`config.mk`:
```
export PLATFORM = sky130hd
export DESIGN_NAME = wb_port_arbiter
export DESIGN_NICKNAME = d
export VERILOG_FILES = /design/src/rtl/wb_port_arbiter.sv
export SDC_FILE = /design/constraint.sdc
export NUM_CORES = 1
export LEC_CHECK = 0
export CAP_MARGIN = 20
export CORE_ASPECT_RATIO = 1.5
export CORE_MARGIN = 8
export CORE_UTILIZATION = 35
export CTS_CLUSTER_DIAMETER = 40
export DETAILED_ROUTE_END_ITERATION = 12
export GPL_TIMING_DRIVEN = 0
export PLACE_DENSITY_LB_ADDON = 0.2
export SETUP_SLACK_MARGIN = 0.15
export SYNTH_ARGS = -nofsm -noshare
export SYNTH_HDL_FRONTEND = slang
export SYNTH_SLANG_ARGS = --single-unit
```
`constraint.sdc`:
```
create_clock -name clk -period 8.3 [get_ports clk]
set_clock_uncertainty 0.15 [all_clocks]
set_input_delay 1.66 -clock clk [delete_from_list [all_inputs] [get_ports clk]]
set_output_delay 1.66 -clock clk [all_outputs]
set_load 0.02 [all_outputs]
```
`src/rtl/wb_port_arbiter.sv`:
```
// Round-robin arbiter sharing one register-file write port among NREQ write-back sources.
// Also keeps the busy scoreboard that decode uses for RAW hazard stalls.
module wb_port_arbiter #(
  parameter int NREQ = 3,
  parameter int XLEN = 32,
  parameter int AW   = 5
) (
  input  logic                 clk,
  input  logic                 rst,
  input  logic [NREQ-1:0]      req_valid,
  output logic [NREQ-1:0]      req_ready,
  input  logic [NREQ*AW-1:0]   req_addr,
  input  logic [NREQ*XLEN-1:0] req_data,
  input  logic                 claim_valid,
  input  logic [AW-1:0]        claim_addr,
  output logic [31:0]          busy,
  output logic                 rf_we,
  output logic [AW-1:0]        rf_addr,
  output logic [XLEN-1:0]      rf_data,
  output logic [2:0]           grant_id
);

  logic [2:0]      rr_ptr_q, rr_ptr_d;
  logic            rf_we_q, rf_we_d;
  logic [AW-1:0]   rf_addr_q, rf_addr_d;
  logic [XLEN-1:0] rf_data_q, rf_data_d;
  logic [2:0]      grant_id_q, grant_id_d;
  logic [31:0]     busy_q, busy_d;

  logic            grant_found_s;
  logic [2:0]      grant_idx_s;
  logic [3:0]      cand_s;
  logic            xfer_s;
  logic [AW-1:0]   win_addr_s;
  logic [XLEN-1:0] win_data_s;

  // Round-robin search: first valid requester at or after rr_ptr, wrapping modulo NREQ.
  always_comb begin
    grant_found_s = 1'b0;
    grant_idx_s   = 3'd0;
    cand_s        = 4'd0;
    for (int off = 0; off < NREQ; off++) begin
      cand_s = {1'b0, rr_ptr_q} + 4'(off);
      if (cand_s >= 4'(NREQ)) begin
        cand_s = cand_s - 4'(NREQ);
      end else begin
        cand_s = cand_s;
      end
      if (!grant_found_s && req_valid[cand_s[2:0]]) begin
        grant_found_s = 1'b1;
        grant_idx_s   = cand_s[2:0];
      end else begin
        grant_found_s = grant_found_s;
      end
    end
  end

  // One-hot ready, forced low while reset is asserted so nothing transfers during reset.
  always_comb begin
    req_ready = '0;
    if (grant_found_s && rst) begin
      req_ready[grant_idx_s] = 1'b1;
    end else begin
      req_ready = '0;
    end
  end

  assign xfer_s     = grant_found_s & rst;
  assign win_addr_s = req_addr[grant_idx_s*AW +: AW];
  assign win_data_s = req_data[grant_idx_s*XLEN +: XLEN];

  // Next-state for pointer and write stage; x0 writes are accepted but never reach the port.
  always_comb begin
    rr_ptr_d   = rr_ptr_q;
    rf_we_d    = 1'b0;
    rf_addr_d  = rf_addr_q;
    rf_data_d  = rf_data_q;
    grant_id_d = grant_id_q;
    if (xfer_s) begin
      if (grant_idx_s == 3'(NREQ - 1)) begin
        rr_ptr_d = 3'd0;
      end else begin
        rr_ptr_d = grant_idx_s + 3'd1;
      end
      if (win_addr_s != '0) begin
        rf_we_d    = 1'b1;
        rf_addr_d  = win_addr_s;
        rf_data_d  = win_data_s;
        grant_id_d = grant_idx_s;
      end else begin
        rf_we_d = 1'b0;
      end
    end else begin
      rr_ptr_d = rr_ptr_q;
    end
  end

  // Scoreboard: commit clears first so a same-edge claim of the same register wins.
  always_comb begin
    busy_d = busy_q;
    if (rf_we_q) begin
      busy_d[rf_addr_q] = 1'b0;
    end else begin
      busy_d = busy_q;
    end
    if (claim_valid && (claim_addr != '0)) begin
      busy_d[claim_addr] = 1'b1;
    end else begin
      busy_d = busy_d;
    end
    busy_d[0] = 1'b0;
  end

  // State registers; async reset discards any in-flight write.
  always_ff @(posedge clk or negedge rst) begin
    if (!rst) begin
      rr_ptr_q   <= 3'd0;
      rf_we_q    <= 1'b0;
      rf_addr_q  <= '0;
      rf_data_q  <= '0;
      grant_id_q <= 3'd0;
      busy_q     <= 32'd0;
    end else begin
      rr_ptr_q   <= rr_ptr_d;
      rf_we_q    <= rf_we_d;
      rf_addr_q  <= rf_addr_d;
      rf_data_q  <= rf_data_d;
      grant_id_q <= grant_id_d;
      busy_q     <= busy_d;
    end
  end

  assign rf_we    = rf_we_q;
  assign rf_addr  = rf_addr_q;
  assign rf_data  = rf_data_q;
  assign grant_id = grant_id_q;
  assign busy     = busy_q;

endmodule
```
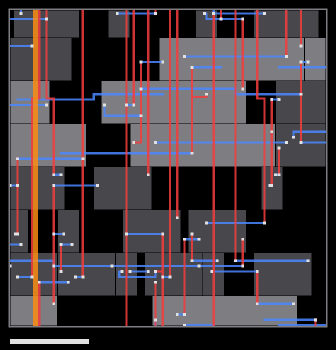
**Above:** run 1 (zoomed window).
Scale bar: 5 um. Region (43, 96) to (63, 116) um. Cells in grey, sequential cells in the stronger grey; small squares are vias.
| colour | layer |
|---|---|
| red | met2 |
| blue | met1 |
| orange | met4 |
cells with their middle in the window: 24
sequential cells in the window: 5
netlist names of flops here include: `rf_data` (5)
most frequent: inv_1 (7)

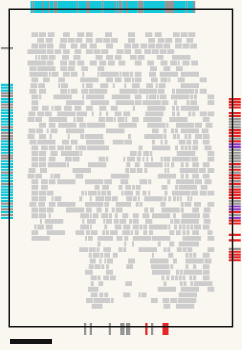
**Above:** run 1 (ports around the boundary).
Scale bar: 20 um. Pins as bars across the die edge, other pins in grey.
| colour | port | pins | direction | edge |
|---|---|---|---|---|
| purple | `claim_addr` | 5 | input | right |
| red | `busy` | 32 | output | 28 right, 4 bottom |
| cyan | `req_data` | 96 | input | 63 top, 33 left |
all pins by edge: 86 top, 51 right, 49 left, 12 bottom

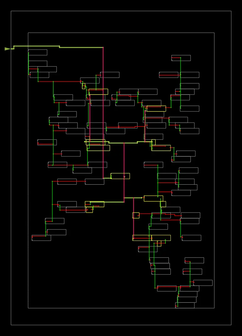
**Above:** run 1 (clock routing).
clk pwr: 0.000384 W
clock buffers: 10
later-pin clock latency in the skew report: 0.33 ns
Num CTS Buffers: 9
flop count: 75

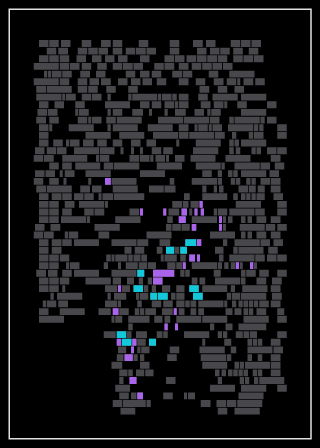
**Above:** run 1 (selected gate families).
| colour | family | cells |
|---|---|---|
| cyan | AND-OR and OR-AND gates | 12 |
| purple | NOR gates | 30 |

==> summary.txt, run 1 <==
impl run done, here's what came out: most numerous logic cell after layout clkdlybuf4s50_1, slowest CP cell clkdlybuf4s50_1, routed wl met2 8.61 mm, met1 GRT Util 19.4%, relative slew slack 60.6%, Detailed Routing Iterations Pass 1 9, IO Count 198, status complete, no violations, crit path max fanout 10, vias in the first global route 4566, Static Leak 2.70 nW, Highest Signal Layer met4, Net Count, Synth 549, WHS Path Cells 1, Cell Type Count 70, gpl congestion 0.892, root buf cell clkbuf_16, Placed Instances 769, reg2reg path depth 12, GRT busiest layer met2, Final Hold Viols 0, Core Area 12000 um^2, dominant cell by count in the synthesized netlist dfrtp_1, Final Non-Filler Cells 785
==> inputs of run 2 (changes only) <==
clock period = 6.35 ns   (was 8.3 ns; I/O delays follow)
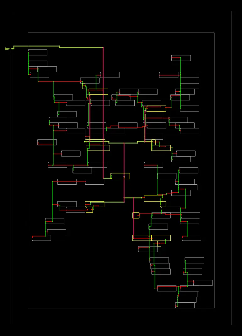
**Above:** run 2 (clock routing).
clock sinks: 75
clk pwr: 0.000501 W

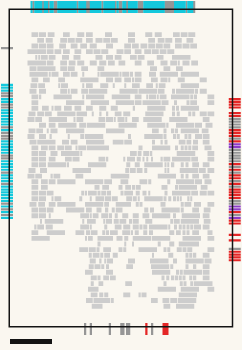
**Above:** run 2 (ports around the boundary).
Scale bar: 20 um. Pins as bars across the die edge, other pins in grey.
| colour | port | pins | direction | edge |
|---|---|---|---|---|
| cyan | `req_data` | 96 | input | 63 top, 33 left |
| red | `busy` | 32 | output | 28 right, 4 bottom |
| purple | `claim_addr` | 5 | input | right |

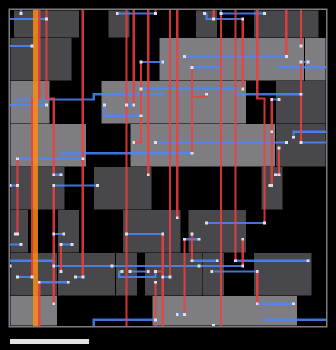
**Above:** run 2 (zoomed window).
Scale bar: 5 um. Region (43, 96) to (63, 116) um. Cells in grey, sequential cells in the stronger grey; small squares are vias.
| colour | layer |
|---|---|
| orange | met4 |
| red | met2 |
| blue | met1 |
most frequent: inv_1 (7)
cells with their middle in the window: 24
netlist names of flops here include: `rf_data` (5)
sequential cells in the window: 5

==> summary.txt, run 2 <==
impl run done, here's what came out: Cell Type Count 70, met1 GRT Util 19.4%, GRT Util Overall 19.0%, flop count 75, slowest CP cell clkdlybuf4s50_1, Final Non-Filler Cells 785, root buf cell clkbuf_16, relative slew slack 60.6%, Highest Signal Layer met4, Yosys Chip Area 4310 um^2, Core Area 12000 um^2, initial antenna violation count 0, gpl congestion 0.892, clock buffers 10, Placed Instances 769, yosys simple share 12.5%, Static Leak 2.71 nW, Num CTS Buffers 9, GRT busiest layer met2, Final Hold Viols 0, Detailed Routing Iterations Pass 1 8, vias in the first global route 4566, Net Count, Synth 549, WHS Path Cells 1, most numerous logic cell after layout clkdlybuf4s50_1, status complete, no violations, Syn Area/Cell 10.3 um^2, worst slack at placement 0.355 ns, routed wl met2 8.63 mm, IO Count 198, reg2reg path depth 12, later-pin clock latency in the skew report 0.33 ns, crit path max fanout 10, dominant cell by count in the synthesized netlist dfrtp_1
No activity file was given, so power comes from the tool's default toggle rates.
